run_1/met3.png
Scale bar: 20 um.
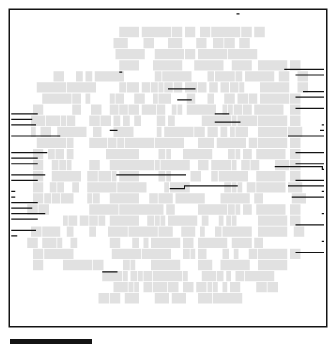
run_1/gate_families.png
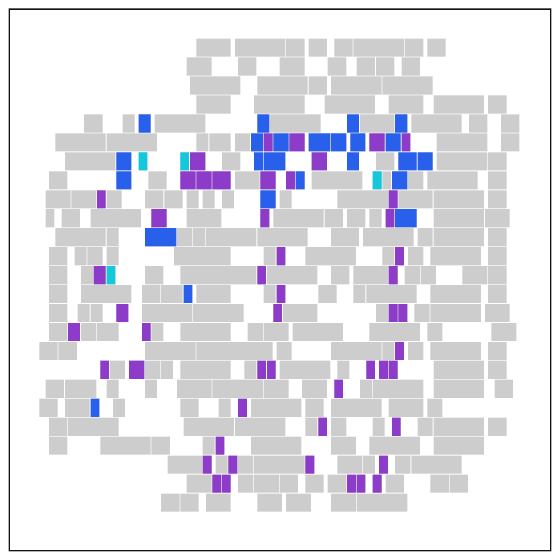
run_1/final_clocks.png
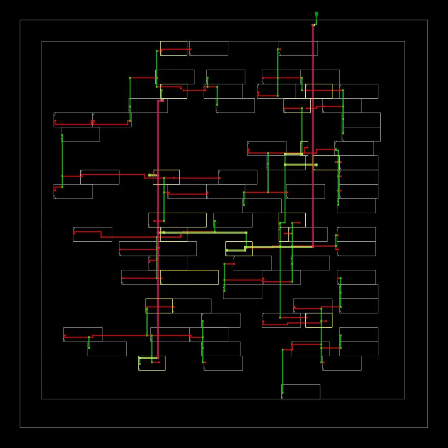
run_1/met2.png
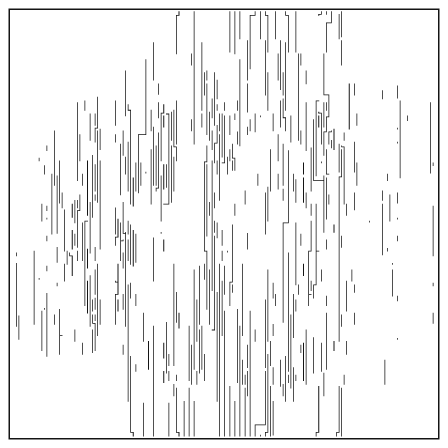
==> config.mk <==
export PLATFORM = sky130hd
export DESIGN_NAME = fetch_dispatch
export DESIGN_NICKNAME = d
export VERILOG_FILES = /design/src/rtl/fetch_dispatch.sv
export SDC_FILE = /design/constraint.sdc
export NUM_CORES = 1
export LEC_CHECK = 0
export CORE_MARGIN = 4
export CORE_UTILIZATION = 45
export DETAILED_ROUTE_END_ITERATION = 6
export PLACE_DENSITY = 0.84
export SETUP_SLACK_MARGIN = 0.02
export SLEW_MARGIN = 10
export SYNTH_ARGS = -nofsm -noshare
export SYNTH_HDL_FRONTEND = slang
export SYNTH_SLANG_ARGS = --single-unit
==> constraint.sdc <==
create_clock -name clk -period 2.3 [get_ports clk]
set_input_delay 0.46 -clock clk [delete_from_list [all_inputs] [get_ports clk]]
set_output_delay 0.46 -clock clk [all_outputs]
set_load 0.1 [all_outputs]
==> run notes, run 1 <==
Summary of the current implementation state.

- The worst register-to-register path has a depth of 4.
- Once the clock tree was built, the resizer swapped 0 gates to a different size.
- The worst hold slack is 0.448 ns, for reference.
- When the netlist entered floorplanning its net count stood at 253.
- The clock-pin slew on the worst setup and hold paths is 0.06 ns, for reference.
- The critical-path cell with the highest stage delay is or4_4, for reference.
- The number of filler instances in the final layout is 397, for reference.
- The XOR/XNOR share of the synthesized area is 0.00403, for reference.
- Of the total synthesized cell area, the portion taken by AND, OR, NAND and NOR gates is 0.255.
- The floorplan report gives the top-level pin count as 73.
- The final net count is 320, for reference.
- In the hold timing report, the worst path depth is 2.
- The worst setup path category is reg2reg, for reference.
- The number of placed instances with taps included is 341, for reference.
- The kind of launch point of the worst setup path is a register, for reference.
- The report lists the number of standard-cell rows as 25.
- Pins over their slew limit in the final report were tallied at 0.
- Per the final layout report, the fraction of cells sized above drive strength 1 comes to 0.261.
- As logged by OpenROAD, the buffers inserted on ports number 71.
- The post-synth count of flops with an enable pin is 0.
- After global routing, the most crowded layer is met2.
- The family of cells with the greatest summed delay on the critical path is simple AND/OR/NAND/NOR gates, for reference.
- The final antenna diode count is 0, for reference.
- Per the post-run analysis, buffers plus inverters along the critical path come to 0.
- The flow ran to the end, and the final reports show no timing, DRC or antenna violations.
- The sequential fraction of design power is 0.465, for reference.
- Per the repair_timing log after CTS, setup buffers inserted total 0.
- The count of endpoints failing setup in the final report is 0, for reference.
Notes on met3.png above:
- nets with wire on the layer: 40
- main direction: horizontal
- longest straight run: 16.8 um
- wire length on this layer: 262 um
met3 capacity usage during global routing: 0.0406
Total Routed Length: 4530 um
count of vias placed by the detailed router: 1760

Notes on gate_families.png above:
- NAND gates: purple (cells 50; most used nand2_1)
- inverters: cyan (cells 4; most used inv_1)
- NOR gates: blue (cells 24; most used nor4_1)
most common cell after layout, fill and taps aside: dfxtp_1
Layout Cells excl Fill: 357

Notes on final_clocks.png above:
CTS sink cnt: 62
clock buffer count: 13
Fin Clk Skew: 0.00274 ns
Clk. pwr: 1.07 mW
clk ins delay skew pair: 0.32 ns

Notes on met2.png above:
- longest straight run: 31.1 um
- share of all routed wire: 50%
- nets with wire on the layer: 266
- main direction: vertical
- wire length on this layer: 2270 um
met2 Use GR: 0.274

-- run 1: cell usage after synthesis (2+ instances only) --
library cell	count
or4_1	2
nand2b_1	7
o21ai_0	8
inv_1	3
and2_1	16
buf_4	10
clkbuf_1	12
nor2_1	4
nor4_1	8
nand3_1	3
nand2_1	37
nor3_1	6
nand4_1	2
nor4b_1	3
or3_1	5
dfxtp_1	62
a21oi_1	25
-- run 1: logic make-up after synthesis --
logic type	after synthesis
adders and majority gates	1
buffers and inverters	27
muxes	1
other	1
xor gates and xnor gates	1
AOI/OAI and AO/OA	36
and+or+nand+nor	102
DFF	62
-- run 1: per-layer routing --
layer,wire (um),share of wire
met4,92,0.020
met5,0,0
met1,1900,0.42
met2,2270,0.50
met3,261,0.058
-- run 1: through the flow --
step | instance area, um2 | setup WS [ns] | power [mW] | util
detailed placement | 2770 | 0.228 | 1.34 | 0.590
finish | 3000 | 0.250 | 2.38 | 0.640
global route | 3000 | 0.169 | 2.48 | 0.640
CTS | 3000 | 0.240 | 2.41 | 0.640
global placement | 2770 | 0.261 | 1.33 | 0.590
floorplan | 2170 | 0.145 | 1.26 | -
-- run 1: final cells by class --
type,count,area share
Timing Repair Buffer,79,0.218
Inverter,4,0.00500
Clock buffer,13,0.0562
Multi-Input combinational cell,142,0.263
Tap cell,54,0.0225
Clock inverter,3,0.0217
Sequential cell,62,0.413
-- run 1: power groups by stage --
stage          combinational [mW]  sequential, mW  clock [mW]
2_1_floorplan              0.0986            1.17           0
3_3_place_gp                0.201            1.13           0
3_5_place_dp                0.204            1.13           0
4_1_cts                     0.205            1.11        1.10
5_1_grt                     0.219            1.11        1.15
6_report                    0.204            1.11        1.07
==> run 2, diff against run 1 <==
Settings changed: ABC_AREA set to 0, SLEW_MARGIN 10 to not set.
run_2/met1.png
Supply wires on this layer in grey.
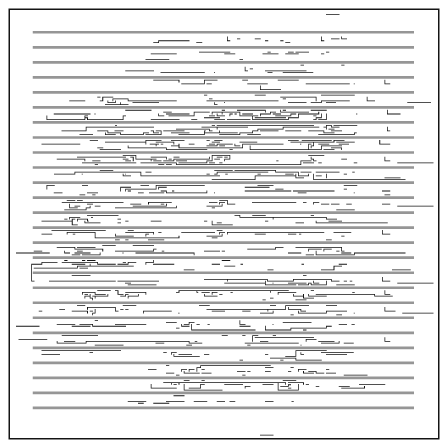
- share of all routed wire: 42%
- wire length on this layer: 1900 um
- longest straight run: 22.5 um
- main direction: horizontal
met1 Resource Use GR: 0.169

run_2/final_clocks.png
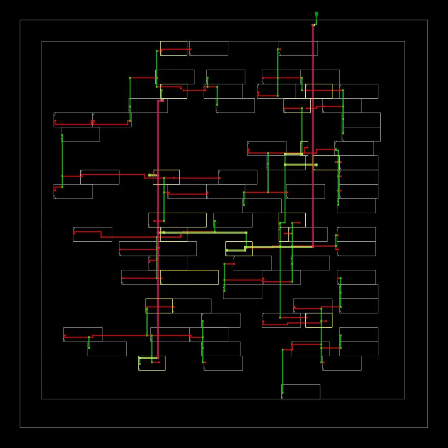
number of buffers created by CTS: 9
sequential cell count: 62

==> run notes, run 2 <==
Summary of the current implementation state.

- The flow ran to the end, and the final reports show no timing, DRC or antenna violations.
- The number of flops mapped to enable cells by yosys is 0 (unchanged), for reference.
- In the synthesized netlist, the cells that appear most often are 62 x dfxtp_1, 37 x nand2_1, 25 x a21oi_1, 16 x and2_1, 12 x clkbuf_1.
- The final net count came to 320 (unchanged).
- The worst hold slack is 0.448 ns (unchanged), for reference.
- The most common cell in the netlist is dfxtp_1, for reference.
- The weighted congestion at the end of routability-driven global placement is 0.760, for reference.
- The final antenna diode count was 0 (unchanged).
- The clock-pin slew on the worst setup and hold paths came to 0.06 ns (about the same).
- The critical path is of the reg2reg type.
- The number of nets produced by synthesis came to 253 (unchanged).
- The final wirelength is 4530 um (unchanged), for reference.
- The via count of the routed design came to 1760 (unchanged).
- The number of standard-cell rows in the floorplan came to 25 (unchanged).
- The simple-gate area share of the yosys netlist is 0.255 (unchanged), for reference.
- The number of buffers added for setup after CTS is 0 (unchanged).
- The instance area at placement is 2770 um2 (unchanged).
- The area fraction in mux cells is 0.00461, for reference.
- The fraction of layout instances using a drive strength above 1 is 0.261 (unchanged).
- The cell depth of the worst min-delay path was 2 (unchanged).
- The area of all placed cells without fillers was 3000 um2 (unchanged).
- The final max-slew violation count is 0 (unchanged), for reference.
- The critical-path cell with the highest stage delay is or4_4, for reference.
- The count of endpoints failing setup in the final report is 0 (unchanged), for reference.
- The worst-case setup margin in the final layout was 0.250 ns (unchanged).
- The total of cells resized after clock tree synthesis is 0 (unchanged), for reference.
- The number of filler instances in the final layout is 397 (unchanged), for reference.
- The most common library cell in the layout ignoring fill and taps is dfxtp_1, for reference.
- The top-level port count came to 73 (unchanged).
- The dominant register cell is dfxtp_1, for reference.
- The kind of launch point of the worst setup path is a register, for reference.
- The clock latency at the later pin of the worst-skew pair was 0.32 ns (about the same).
- In the global route stage, overall resource usage came out at 0.158.
- The post-place setup slack is 0.228 ns (unchanged).
- The number of sinks driven by the clock tree was 62 (unchanged).
- The maximum clock skew at final layout is 0.00274 ns (unchanged).
[run 2: cell counts in the layout (fill, tap and decap cells not counted)]
No cell type changed its count.
[run 2: cells by family after synthesis]
kind of cell,count (synthesis)
AND/OR/NAND/NOR,102
XOR/XNOR,1
multiplexers,1
adder cells (fa/ha/maj),1
other,1
flip-flops,62
buffers and inverters,27
AND-OR/OR-AND,36
[run 2: power groups by stage]
stage	sequential, mW	clock (mW)	combinational [mW]
finish	1.11	1.07	0.204
detailed placement	1.13	0	0.204
global placement	1.13	0	0.201
CTS	1.11	1.10	0.205
floorplan	1.17	0	0.0986
global route	1.11	1.15	0.219
[run 2: through the flow]
| stage | cells | util |
|---|---|---|
| 2_1_floorplan | 231 | - |
| 6_report | 357 | 0.640 |
| 5_1_grt | 357 | 0.640 |
| 4_1_cts | 357 | 0.640 |
| 3_5_place_dp | 341 | 0.590 |
| 3_3_place_gp | 341 | 0.590 |
[run 2: critical path, delay by kind of cell (launching register included)]
kind | cells | cell delay [ns]
DFF | 1 | 0.31
AOI/OAI and AO/OA | 2 | 0.58
and+or+nand+nor | 2 | 1.08
[run 2: final cells by class]
type / instances / area, um2 / share of cell area
clock buffer: 13 / 169 / 0.0562
tap: 54 / 67.6 / 0.0225
clock inverter: 3 / 65.1 / 0.0217
sequential: 62 / 1240 / 0.413
timing repair buffer: 79 / 656 / 0.218
inverter: 4 / 15.0 / 0.00500
multi-input combinational: 142 / 791 / 0.263
[run 2: metal layers]
| metal | up-vias | part of all wire | global-route usage | wire length, um |
|---|---|---|---|---|
| met1 | 793 | 0.42 | 0.169 | 1900 |
| met3 | 6 | 0.058 | 0.0406 | 261 |
| met2 | 51 | 0.50 | 0.274 | 2270 |
| met4 | 0 | 0.020 | 0.107 | 92 |
| met5 | - | 0 | 0 | 0 |
| li1 | 910 | - | - | - |
Power figures rest on the tool's default switching activity, not on a simulated workload.
